### config.mk
export PLATFORM = sky130hd
export DESIGN_NAME = countdown_ctrl
export DESIGN_NICKNAME = d
export VERILOG_FILES = /design/src/rtl/countdown_ctrl.sv
export SDC_FILE = /design/constraint.sdc
export NUM_CORES = 1
export LEC_CHECK = 0
export CAP_MARGIN = 10
export CORE_ASPECT_RATIO = 1.75
export CORE_UTILIZATION = 35
export DETAILED_ROUTE_END_ITERATION = 12
export PLACE_DENSITY_LB_ADDON = 0.1
export SLEW_MARGIN = 0
export SYNTH_ARGS = -nofsm -noshare
export SYNTH_HDL_FRONTEND = slang
export SYNTH_SLANG_ARGS = --single-unit
### constraint.sdc
create_clock -name clk -period 2.5 [get_ports clk]
set_input_delay 0.5 -clock clk [delete_from_list [all_inputs] [get_ports clk]]
set_output_delay 0.5 -clock clk [all_outputs]
set_load 0.005 [all_outputs]
### src/rtl/countdown_ctrl.sv
// countdown_ctrl
//   Consumes one-cycle keypad event pulses, assembles an MM:SS entry and runs
//   a BCD countdown (one decrement every TICK_DIV clocks) with pause/resume.
// Ports:
//   clk, rst_n           system clock, asynchronous active-low reset
//   keydown_num, num     digit key pulse and its key code (codes > 9 ignored)
//   keydown_confirm      confirm key pulse (loads the entry)
//   keydown_clear        clear key pulse (back to idle, digits zeroed)
//   keydown_start        start/pause key pulse
//   min_tens..sec_ones   registered BCD display digits
//   running/paused/done  status flags for RUN / PAUSE / DONE
//   err                  one-cycle pulse after a rejected confirm
module countdown_ctrl #(
  parameter int unsigned TICK_DIV = 100_000_000
) (
  input  logic       clk,
  input  logic       rst_n,
  input  logic       keydown_num,
  input  logic [3:0] num,
  input  logic       keydown_confirm,
  input  logic       keydown_clear,
  input  logic       keydown_start,
  output logic [3:0] min_tens,
  output logic [3:0] min_ones,
  output logic [3:0] sec_tens,
  output logic [3:0] sec_ones,
  output logic       running,
  output logic       paused,
  output logic       done,
  output logic       err
);

  localparam int unsigned PW = (TICK_DIV > 2) ? $clog2(TICK_DIV) : 1;
  localparam logic [PW-1:0] PMAX = PW'(TICK_DIV - 1);

  typedef enum logic [2:0] {
    S_IDLE, S_ENTRY, S_READY, S_RUN, S_PAUSE, S_DONE
  } state_t;

  state_t          state, state_nxt;
  logic [3:0]      mt_nxt, mo_nxt, st_nxt, so_nxt;
  logic [3:0]      dec_mt, dec_mo, dec_st, dec_so;
  logic            dec_zero;
  logic [PW-1:0]   presc, presc_nxt;
  logic            err_nxt;
  logic            num_ok;

  always_ff @(posedge clk or negedge rst_n) begin
    if (!rst_n) begin
      state    <= S_IDLE;
      min_tens <= '0;
      min_ones <= '0;
      sec_tens <= '0;
      sec_ones <= '0;
      presc    <= '0;
      err      <= 1'b0;
    end else begin
      state    <= state_nxt;
      min_tens <= mt_nxt;
      min_ones <= mo_nxt;
      sec_tens <= st_nxt;
      sec_ones <= so_nxt;
      presc    <= presc_nxt;
      err      <= err_nxt;
    end
  end

  always_comb begin
    state_nxt = state;
    mt_nxt    = min_tens;
    mo_nxt    = min_ones;
    st_nxt    = sec_tens;
    so_nxt    = sec_ones;
    presc_nxt = presc;
    err_nxt   = 1'b0;
    num_ok    = keydown_num && (num <= 4'd9);

    // BCD decrement with borrow chain (seconds tens wrap to 5)
    dec_mt = min_tens;
    dec_mo = min_ones;
    dec_st = sec_tens;
    dec_so = sec_ones - 4'd1;
    if (sec_ones == 4'd0) begin
      dec_so = 4'd9;
      dec_st = sec_tens - 4'd1;
      if (sec_tens == 4'd0) begin
        dec_st = 4'd5;
        dec_mo = min_ones - 4'd1;
        if (min_ones == 4'd0) begin
          dec_mo = 4'd9;
          dec_mt = min_tens - 4'd1;
        end
      end
    end
    dec_zero = ({dec_mt, dec_mo, dec_st, dec_so} == 16'h0000);

    if (keydown_clear) begin
      state_nxt = S_IDLE;
      mt_nxt    = '0;
      mo_nxt    = '0;
      st_nxt    = '0;
      so_nxt    = '0;
      presc_nxt = '0;
    end else begin
      case (state)
        S_IDLE: begin
          if (!keydown_start && !keydown_confirm && num_ok) begin
            state_nxt = S_ENTRY;
            so_nxt    = num;
          end
        end
        S_ENTRY: begin
          if (keydown_start) begin
            state_nxt = S_ENTRY;
          end else if (keydown_confirm) begin
            if (sec_tens > 4'd5 ||
                {min_tens, min_ones, sec_tens, sec_ones} == 16'h0000)
              err_nxt = 1'b1;
            else
              state_nxt = S_READY;
          end else if (num_ok) begin
            mt_nxt = min_ones;
            mo_nxt = sec_tens;
            st_nxt = sec_ones;
            so_nxt = num;
          end
        end
        S_READY: begin
          if (keydown_start) begin
            state_nxt = S_RUN;
            presc_nxt = '0;
          end else if (!keydown_confirm && num_ok) begin
            state_nxt = S_ENTRY;
            mt_nxt    = '0;
            mo_nxt    = '0;
            st_nxt    = '0;
            so_nxt    = num;
          end
        end
        S_RUN: begin
          if (keydown_start) begin
            // The pausing cycle still counts as a RUN cycle, but a tick due
            // on this edge is dropped: the prescaler saturates at TICK_DIV-1
            // so that tick fires on the first RUN cycle after resume.
            state_nxt = S_PAUSE;
            if (presc != PMAX)
              presc_nxt = presc + PW'(1);
          end else if (presc == PMAX) begin
            presc_nxt = '0;
            mt_nxt    = dec_mt;
            mo_nxt    = dec_mo;
            st_nxt    = dec_st;
            so_nxt    = dec_so;
            if (dec_zero)
              state_nxt = S_DONE;
          end else begin
            presc_nxt = presc + PW'(1);
          end
        end
        S_PAUSE: begin
          if (keydown_start)
            state_nxt = S_RUN;
        end
        S_DONE: begin
          if (keydown_start) begin
            state_nxt = S_IDLE;
            mt_nxt    = '0;
            mo_nxt    = '0;
            st_nxt    = '0;
            so_nxt    = '0;
            presc_nxt = '0;
          end
        end
        default: state_nxt = S_IDLE;
      endcase
    end
  end

  assign running = (state == S_RUN);
  assign paused  = (state == S_PAUSE);
  assign done    = (state == S_DONE);

endmodule

### Signal wires on met3

Cells faint in the background.
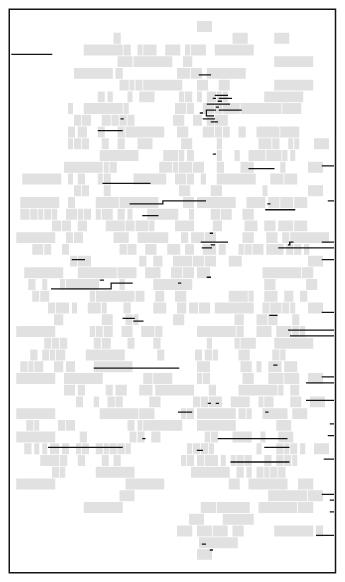
The layer carries 279 µm of wire. The wires run mostly horizontal.

### Wire density map

Bar = 20 µm. 15 x 26 tiles, from white (low) to dark blue (high), scaled to the fullest tile. Values are wire area over tile area, all layers added.
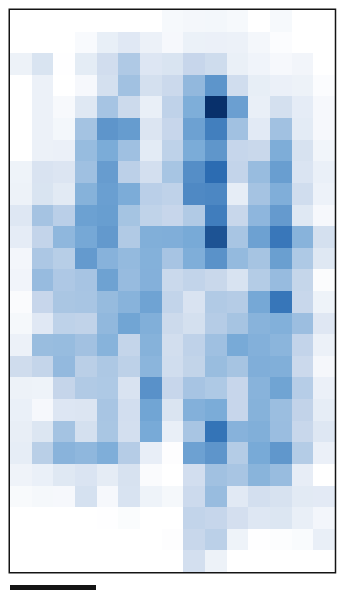
15% of the tiles are nearly empty. The densest ninth of the die: centre. The mean over all tiles is 0.17. 10% of the tiles are over half the peak. The fullest tile reaches 0.68.

### Clock wiring as the flow saved it

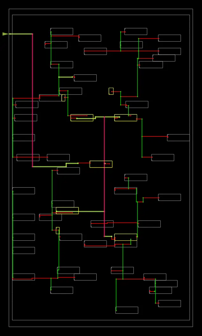
clock buffers: 7
Sink Count: 47
clk_skew: 5.01 ps
worst skew pair latency: 290 ps

### Layout detail

Region (18, 45) to (58, 85) µm. Cells in grey, sequential cells in the stronger grey; small squares are vias.
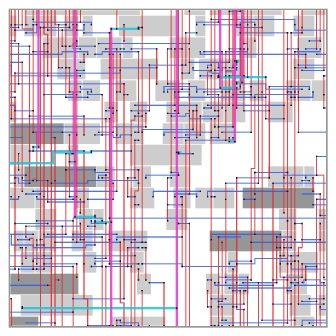
Key: magenta = metal 4; red = metal 2; cyan = metal 3; blue = metal 1
Sequential cells in the window: 5. Most frequent: buf_4 (14), nor2_1 (10). 91 logic cells have their middle in the window. Netlist names of flops here include presc (3).

[Yosys cell counts (all sizes together) (3+ instances only)]
cell type	count	area [µm²]
o31ai	8	80.1
or3	9	56.3
clkbuf	4	15.0
and4	5	46.3
nand2	29	111
nand4	6	43.8
and2	3	18.8
a21oi	26	134
ha	3	37.5
a32oi	5	43.8
o21ai	51	255
nor3	21	121
inv	17	63.8
nand3	25	130
dfrtp	47	1180
a22oi	3	22.5
mux2i	6	60.1
nor2	38	150
xor2	3	26.3
o2bb2ai	4	35.0
nor4	7	86.3
nand2b	3	21.3
a211oi	6	45.0
nor4b	3	38.8
buf	19	111
and3	8	50.1
[repair_timing]
item,CTS,global route
hold buffers,0,0
gates resized,0,3
setup endpoints to repair,0,2
[worst max-delay path: cells and delay by family (launching register included)]
| family | cells | cell delay (ps) |
|---|---|---|
| buffers and inverters | 2 | 740 |
| DFF | 1 | 650 |
| and+or+nand+nor | 1 | 230 |
[kinds of logic after synthesis]
kind of cell | share of synthesized area
compound gates | 0.241
xor+xnor | 0.0106
flops | 0.357
mux | 0.0217
fa+ha+maj | 0.0114
buf+inv | 0.0578
simple gates | 0.300
[stage by stage]
step,hold slack [ps],cells
2_1_floorplan,204,394
3_3_place_gp,488,549
3_5_place_dp,495,549
4_1_cts,236,557
5_1_grt,252,557
6_report,210,557
[flip-flops by register name, indices dropped and copies added (netlist names)]
signal and flops:
err 1, min_ones 4, min_tens 4, presc 27
sec_ones 4, sec_tens 4, state 3
[final timing paths]
kind                       depth (start not counted)               startpoint                      end
max                                                3     state[0]$_DFFE_PN0P_                  running
min                                                1                    rst_n  min_ones[2]$_DFFE_PN0P_
max reg2reg                                        6  sec_ones[1]$_DFFE_PN0P_     state[1]$_DFFE_PN0P_
min reg2reg                                        2     presc[1]$_DFFE_PN0P_     presc[1]$_DFFE_PN0P_
max in group asynchronous                          2                    rst_n     presc[1]$_DFFE_PN0P_
min in group clk                                   2     presc[1]$_DFFE_PN0P_     presc[1]$_DFFE_PN0P_
[cells in the final DEF (no fill, tap or decap), types with 5 or more instances in the layout]
cell,count
clkdlybuf4s50_1,28
nand3_1,24
nand4_1,5
mux2i_1,6
nor3_1,19
buf_4,26
dfrtp_1,46
nand2_1,28
o21ai_1,34
and3_1,8
a21oi_1,25
a32oi_1,5
inv_1,16
nor2_1,35
clkbuf_16,5
o21ai_0,17
or3_1,9
a211oi_1,6
[area by class of cell]
class	instances	area share
Multi-Input combinational cell	307	0.482
Clock buffer	7	0.0332
Tap cell	120	0.0375
Sequential cell	47	0.294
Timing Repair Buffer	58	0.135
Inverter	17	0.0166
Clock inverter	1	0.00125
[routing by layer]
metal,track usage,wire length (µm),vias up
met5,0,0,-
met4,0.126,511,0
li1,-,-,1543
met2,0.426,5640,84
met1,0.226,3710,1584
met3,0.0309,278,36
[power groups by stage]
stage / clock (W) / combinational [W] / sequential [W]
floorplan: 0 / 0.000295 / 0.000854
finish: 0.000664 / 0.000509 / 0.000856
global route: 0.000715 / 0.000558 / 0.000860
global placement: 0 / 0.000504 / 0.000871
detailed placement: 0 / 0.000509 / 0.000869
CTS: 0.000684 / 0.000511 / 0.000855
==> results.txt <==
flow finished, numbers: register area=1180 µm², clock-pin slew on the worst setup and hold paths=70 ps, share of layout cells above drive strength 1=0.146, fin worst setup slack=86.8 ps, FP Core Util=0.362, Post-Syn Area=3290 µm², antenna violations before repair=0, Slew HR=0.581, post-route cell area=4000 µm², CP max stage delay=650 ps, DRC Markers=0, Detailed Route Iter0 Violations=193, pwr dens=507 nW/µm², Arrival @ worst endpoint=1910 ps, highest-delay cell along the critical path=dfrtp_1, combinational share of power=0.251, first-pass GRT wire length=16600 µm, internal reg-to-reg setup slack=290 ps, global route overflow=0, logic area=1930 µm², Finish-stage setup viols=0, final core utilization=0.440, Final Hold Fails=0, Dominant flop cell=dfrtp_1, total track usage=0.225, final net count=449, Yosys chip area=3290 µm², Slew Viols, Final=0, vias in the first global route=3287, status=completed, Root Buffer=clkbuf_16, placed inst area=3860 µm², register bit total from synthesis=47, Setup Buffers After CTS=0, pin count of the biggest net entering global routing=26, sw power=0.000635 W, Max FO, Critical Path=14, drt pass-1 iters=4, dpl ws=-26.3 ps, die area=9810 µm², core area=9090 µm², Total Power=0.00203 W, clock network power share=0.327, final worst path period share=0.965, ANT cells=0, P&R area growth vs syn=21.5%, clock tree buffer depth=2, Crit Path Class=reg -> out, CTS tree=built, drt wl/cell=18.2 µm, total internal power=0.00139 W, asr flop ratio synth=1.00, Via Count=3247, Placer Congestion=0.871, post-DP HPWL=7660 µm, Vert. Die Dim=130 µm, yosys cell count=394, Core Rows=46, Post-DRT Antenna Nets=0, Log Warnings=27, Setup crit start kind=flop, Worst Max-Slew Pin Slew=629 ps, Worst VDD drop=0.000268 V, LEAKAGE=1.60 nW
Power is estimated from default activity; no workload was simulated.
